Drive-strength map:
The bar under the picture is 20 µm long.
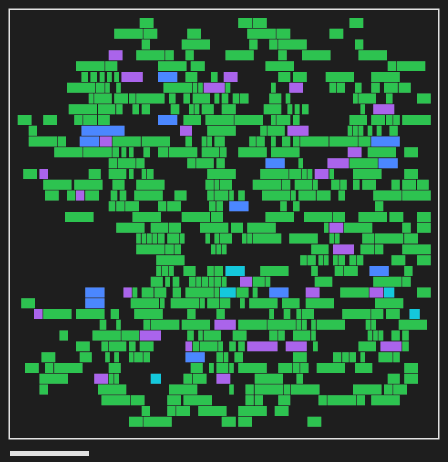
Signal metal coverage by tile:
The die is cut into 22 by 22 equal tiles; dark blue is low, red is high, scaled to the fullest tile. Values are wire area over tile area, all layers added.
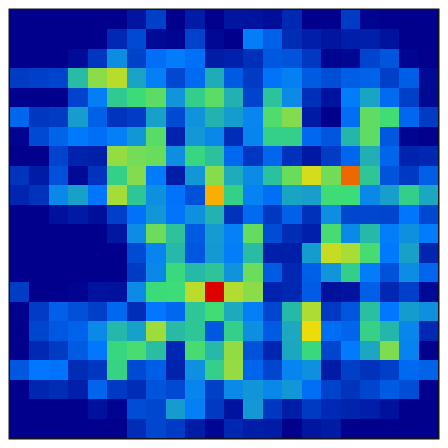
Sequential cells grouped by signal name:
The bar under the picture is 20 µm long.
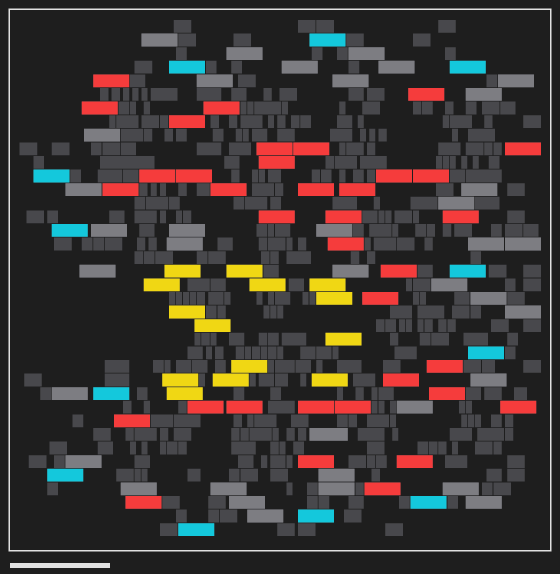
Clock distribution:
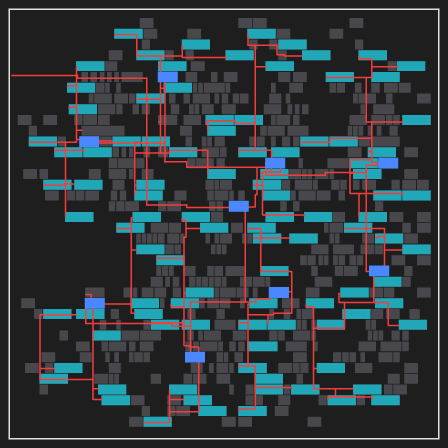
Cell outlines without signal wires:
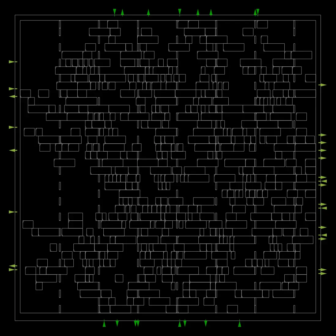
[config.mk]
export PLATFORM = sky130hd
export DESIGN_NAME = smd_button_debouncer
export DESIGN_NICKNAME = d
export VERILOG_FILES = /design/src/rtl/smd_pkg.sv /design/src/rtl/smd_debounce_bit.sv /design/src/rtl/smd_button_debouncer.sv
export SDC_FILE = /design/constraint.sdc
export NUM_CORES = 1
export LEC_CHECK = 0
export CAP_MARGIN = 20
export CORE_MARGIN = 1.5
export CORE_UTILIZATION = 40
export DETAILED_ROUTE_END_ITERATION = 8
export SLEW_MARGIN = 20
export SYNTH_ARGS = -nofsm -noshare
export SYNTH_HDL_FRONTEND = slang
export SYNTH_HIERARCHICAL = 1
export SYNTH_SLANG_ARGS = --single-unit
export TNS_END_PERCENT = 100
[constraint.sdc]
create_clock -name clk -period 3.4 [get_ports clk]
set_input_delay 0.51 -clock clk [delete_from_list [all_inputs] [get_ports clk]]
set_output_delay 0.51 -clock clk [all_outputs]
set_load 0.005 [all_outputs]
[src/rtl/smd_pkg.sv]
// Shared constants for the six-button pad front end: button bit indices,
// the button count, the all-released level, and a counter-width helper.
package smd_pkg;

    localparam int NUM_BTN = 12;

    // Bit positions inside btn_raw / btn_db / btn_chg
    localparam int BTN_UP = 0;
    localparam int BTN_DW = 1;
    localparam int BTN_LF = 2;
    localparam int BTN_RG = 3;
    localparam int BTN_A  = 4;
    localparam int BTN_B  = 5;
    localparam int BTN_C  = 6;
    localparam int BTN_ST = 7;
    localparam int BTN_X  = 8;
    localparam int BTN_Y  = 9;
    localparam int BTN_Z  = 10;
    localparam int BTN_MD = 11;

    // Active-low contacts: all ones means nothing pressed
    localparam logic [NUM_BTN-1:0] BTN_RELEASED = 12'hFFF;

    // Width for a counter holding 0..n-1, never narrower than one bit
    function automatic int cnt_width(input int n);
        return (n <= 2) ? 1 : $clog2(n);
    endfunction

endpackage

[src/rtl/smd_debounce_bit.sv]
// One button lane: two-flop synchroniser, tick-qualified disagreement
// counter, debounced output flop and a one-cycle change pulse.
module smd_debounce_bit
    import smd_pkg::*;
#(
    parameter int DB_TICKS = 5
) (
    input  logic clk,
    input  logic rst,
    input  logic tick,
    input  logic raw,
    output logic db,
    output logic chg
);

    localparam int              CNT_W = cnt_width(DB_TICKS);
    localparam logic [CNT_W-1:0] CNT_LAST = CNT_W'(DB_TICKS - 1);

    logic             sync1_q;
    logic             sync2_q;
    logic [CNT_W-1:0] cnt_q;
    logic [CNT_W-1:0] cnt_d;
    logic             db_q;
    logic             db_d;
    logic             chg_q;
    logic             chg_d;

    // Bring the asynchronous contact into the clk domain (idle level is 1)
    always_ff @(posedge clk) begin
        if (rst) begin
            sync1_q <= 1'b1;
            sync2_q <= 1'b1;
        end else begin
            sync1_q <= raw;
            sync2_q <= sync1_q;
        end
    end

    // Count consecutive disagreeing ticks; any agreeing tick restarts the count
    always_comb begin
        cnt_d = cnt_q;
        db_d  = db_q;
        chg_d = 1'b0;
        if (tick) begin
            if (sync2_q == db_q) begin
                cnt_d = '0;
            end else if (cnt_q == CNT_LAST) begin
                db_d  = sync2_q;
                cnt_d = '0;
                chg_d = 1'b1;
            end else begin
                cnt_d = cnt_q + 1'b1;
            end
        end
    end

    // Counter, debounced level and change pulse registers
    always_ff @(posedge clk) begin
        if (rst) begin
            cnt_q <= '0;
            db_q  <= 1'b1;
            chg_q <= 1'b0;
        end else begin
            cnt_q <= cnt_d;
            db_q  <= db_d;
            chg_q <= chg_d;
        end
    end

    assign db  = db_q;
    assign chg = chg_q;

endmodule

[src/rtl/smd_button_debouncer.sv]
// Twelve-button debouncer: a shared prescaler produces the sample tick and
// each button runs through its own independent debounce lane.
module smd_button_debouncer
    import smd_pkg::*;
#(
    parameter int TICK_DIV = 10000,
    parameter int DB_TICKS = 5
) (
    input  logic               clk,
    input  logic               rst,
    input  logic [NUM_BTN-1:0] btn_raw,
    output logic [NUM_BTN-1:0] btn_db,
    output logic [NUM_BTN-1:0] btn_chg,
    output logic               tick
);

    localparam int                PRESC_W    = $clog2(TICK_DIV);
    localparam logic [PRESC_W-1:0] PRESC_LAST = PRESC_W'(TICK_DIV - 1);

    logic [PRESC_W-1:0] presc_q;
    logic [PRESC_W-1:0] presc_d;
    logic               tick_q;
    logic               tick_d;

    // Prescaler wraps after TICK_DIV-1; tick fires the cycle after the wrap value
    always_comb begin
        presc_d = presc_q + 1'b1;
        tick_d  = 1'b0;
        if (presc_q == PRESC_LAST) begin
            presc_d = '0;
            tick_d  = 1'b1;
        end
    end

    // Prescaler and registered tick
    always_ff @(posedge clk) begin
        if (rst) begin
            presc_q <= '0;
            tick_q  <= 1'b0;
        end else begin
            presc_q <= presc_d;
            tick_q  <= tick_d;
        end
    end

    assign tick = tick_q;

    generate
        for (genvar gi = 0; gi < NUM_BTN; gi++) begin : g_lane
            smd_debounce_bit #(
                .DB_TICKS (DB_TICKS)
            ) u_lane (
                .clk  (clk),
                .rst  (rst),
                .tick (tick_q),
                .raw  (btn_raw[gi]),
                .db   (btn_db[gi]),
                .chg  (btn_chg[gi])
            );
        end
    endgenerate

endmodule
==> reports/qor.csv <==
stage,metric,value,unit
drt,drt-total-wl,7250,µm
worst_setup_path,critPathMaxStageDelay,0.62,ns
grt,grt_max_degree,59,
finish,final_layout_size_suffix_gt1_frac,0.0946,
yosys,syn_area,4410,µm²
grt,grtUsageMet3,0.0476,
drt,post-route-drc-count,0,
flow_run,tool_warnings,38,
drt,via_count,3116,
drt,vias_per_cell,4.89,
place,gp_congestion,0.783,
drt,drt_iter0_drc,173,
sta,tns,0,ns
yosys,yosysWarnings,6,
cts,ctsHoldBuffers,0,
finish,lay_top_count,dfxtp_1,
sta,maxSlewViolCount,0,
sta,max_slew_margin,0.617,
yosys,synthMuxAreaShare,0.0272,
grt,met2_usage,0.223,
drt,drt.antenna.violating_nets,0,
worst_hold_path,hold_class,flop to flop,
grt,grt_pass1_wl,12600,µm
cts,cts_max_level,3,
worst_setup_path,reg2reg_depth,5,
cts,cts-root-buf,clkbuf_8,
power,power.density,396,nW/µm²
yosys,xor_area_frac,0.0477,
yosys,logic_family,simple AND/OR/NAND/NOR gates,
finish,stdcell_count,637,
sta,finalClockPeriodUsage,0.612,
worst_setup_path,setup.worst_path.class,flop to output pin,
worst_setup_path,crit_family,flip-flops,
yosys,syn_nets,491,
cts,clock_sinks,99,
cts,numCtsBuffers,9,
yosys,aoi_share,0.0630,
floorplan,die_h,108,µm
worst_setup_path,cp_cell_sequence,clkdlybuf4s50_1,
grt,grt-busiest-layer,met2,
sta,hold_violations,0,
finish,final_nets,532,
worst_setup_path,cp_slowest_cell,dfxtp_2,
drt,firstDrtPassIters,4,
yosys,ys_cells,452,
cts,cts_setup_buffers,0,
run_status,status,finished clean,
yosys,ys_seq_frac,0.449,
grt,grt_pass1_vias,2972,
worst_setup_path,critPathBufInv,1,
cts,cts_resized,0,
grt,grt_antenna_before_repair,0,
cts,clk_pin_slew,0.08,ns
place,hpwlAfterDp,4800,µm
place,dp_cells,622,
floorplan,core,10800,µm²
yosys,syn_inst,452,
finish,mostFrequentLayoutCells,"dfxtp_1, nand2_1, clkdlybuf4s50_1",
grt,use_met1,0.159,
flow_run,max_cap_violations,0,
grt,grt_usage,0.135,
sta,period_needed,2.08,ns
yosys,fa_ha_area_frac,0.0709,
grt,grt-ovfl-total,0,
finish,logic_area,2200,µm²
sta,fmax,481,MHz
worst_setup_path,cp-start-kind,flop,
yosys,yosysChipArea,4410,µm²
cts,cts_tree,done,
About 'drive-strength map':
Key: _3 and _4 cells = cyan [cells 5, share 1.0%]; _6 and larger = blue [cells 13, share 2.6%]; _0 and _1 cells = green [cells 450, share 91%]; _2 cells = purple [cells 29, share 5.8%]
final worst slack: 1.32 ns
synth-to-layout area growth: 15.0%
Plain + repair buffers: 41
fin area: 5070 µm²

About 'signal metal coverage by tile':
The fullest tile reaches 0.47. 19% of the tiles are nearly empty. The densest ninth of the die: centre. 9.1% of the tiles are over half the peak.

About 'sequential cells grouped by signal name':
Key: g_lane.u_lane/sync1_q = cyan [flops 12, where widely spread]; g_lane.u_lane/cnt_q = red [flops 36]; presc_q = yellow [flops 14, where centre]
Flop area: 1980 µm²
Sequential Power: 1.18 mW
Seq area share: 0.391
post-route core utilization: 0.470

About 'clock distribution':
Key: flip-flops = cyan [count 99]; clock wires = red [length 1,200 µm]; clock drivers = blue [count 9]
There are 10 routed clock nets. Position of the flops: widely spread.
clock skew: 0.00795 ns
clock group power: 0.753 mW
Latency at later pin: 0.37 ns
Clk pwr share: 0.375

About 'cell outlines without signal wires':
Flops: 99
Filler Cell Count: 1,025
Core Rows: 38
Well Taps: 140

## cell type report
| class | instances | share of cell area |
|---|---|---|
| Inverter | 27 | 0.0200 |
| Clock inverter | 2 | 0.00691 |
| Clock buffer | 13 | 0.0313 |
| Multi-Input combinational cell | 315 | 0.435 |
| Sequential cell | 99 | 0.391 |
| Timing Repair Buffer | 41 | 0.0814 |
| Tap cell | 140 | 0.0346 |
## registers in the layout, indices dropped and copies added, names as in the netlist
name	cells
g_lane.u_lane/chg	12
g_lane.u_lane/cnt_q	36
tick	1
g_lane.u_lane/sync2_q	12
g_lane.u_lane/sync1_q	12
g_lane.u_lane/db	12
presc_q	14
## where the power goes
group / internal, mW / switching (mW)
Sequential: 1.17 / 0.00748
Clock: 0.376 / 0.377
Combinational: 0.0330 / 0.0389
Total: 1.58 / 0.423
## Yosys cell counts
library cell | instances | area, µm²
nand2_1 | 37 | 139
nand3_1 | 26 | 130
or2_1 | 20 | 125
o32ai_1 | 10 | 87.6
or3b_2 | 1 | 8.76
or4_1 | 1 | 7.51
nand2b_4 | 1 | 13.8
or4_4 | 1 | 11.3
xnor2_1 | 11 | 96.3
inv_1 | 27 | 101
nand4_1 | 7 | 43.8
o21ai_0 | 4 | 20.0
nor4bb_1 | 12 | 120
or2b_2 | 2 | 17.5
or2b_1 | 2 | 15.0
mux2i_1 | 12 | 120
nor2_1 | 29 | 109
nor3_2 | 10 | 100
o21ai_1 | 20 | 100
buf_6 | 11 | 124
ha_1 | 25 | 313
nor4b_1 | 2 | 17.5
nor4_1 | 1 | 6.26
nor4b_2 | 10 | 150
dfxtp_1 | 99 | 1980
nor3_1 | 6 | 30.0
nand2b_1 | 34 | 213
or2_2 | 4 | 25.0
xor2_1 | 13 | 114
a21oi_1 | 14 | 70.1
## cell families (layout without fill, tap and decap cells)
| kind of cell | Yosys count | in the layout |
|---|---|---|
| AND/OR/NAND/NOR | 206 | 206 |
| flip-flops | 99 | 99 |
| AND-OR/OR-AND | 48 | 48 |
| buffers and inverters | 38 | 83 |
| adder cells (fa/ha/maj) | 25 | 25 |
| XOR/XNOR | 24 | 24 |
| multiplexers | 12 | 12 |
## worst paths after layout
kind                                            endpoint  slack [ns]                startpoint
worst max-delay path                                tick        1.32                      tick
worst min-delay path            g_lane[1].u_lane/sync2_q        0.41  g_lane[1].u_lane/sync1_q
worst max register to register                presc_q[7]        1.65                presc_q[0]
worst min register to register  g_lane[1].u_lane/sync2_q        0.41  g_lane[1].u_lane/sync1_q
## routing by layer
metal	routed length (µm)	vias up
met5	0	-
met4	91	0
met3	295	10
met2	3240	43
met1	3630	1440
li1	-	1623
## stage by stage
stage,hold slack (ns),area (µm²)
after floorplan,0.383,4410
after global placement,0.387,4880
after detailed placement,0.390,4880
after CTS,0.409,5070
after global routing,0.425,5070
final,0.407,5070
Power and IR drop assume default switching activity.
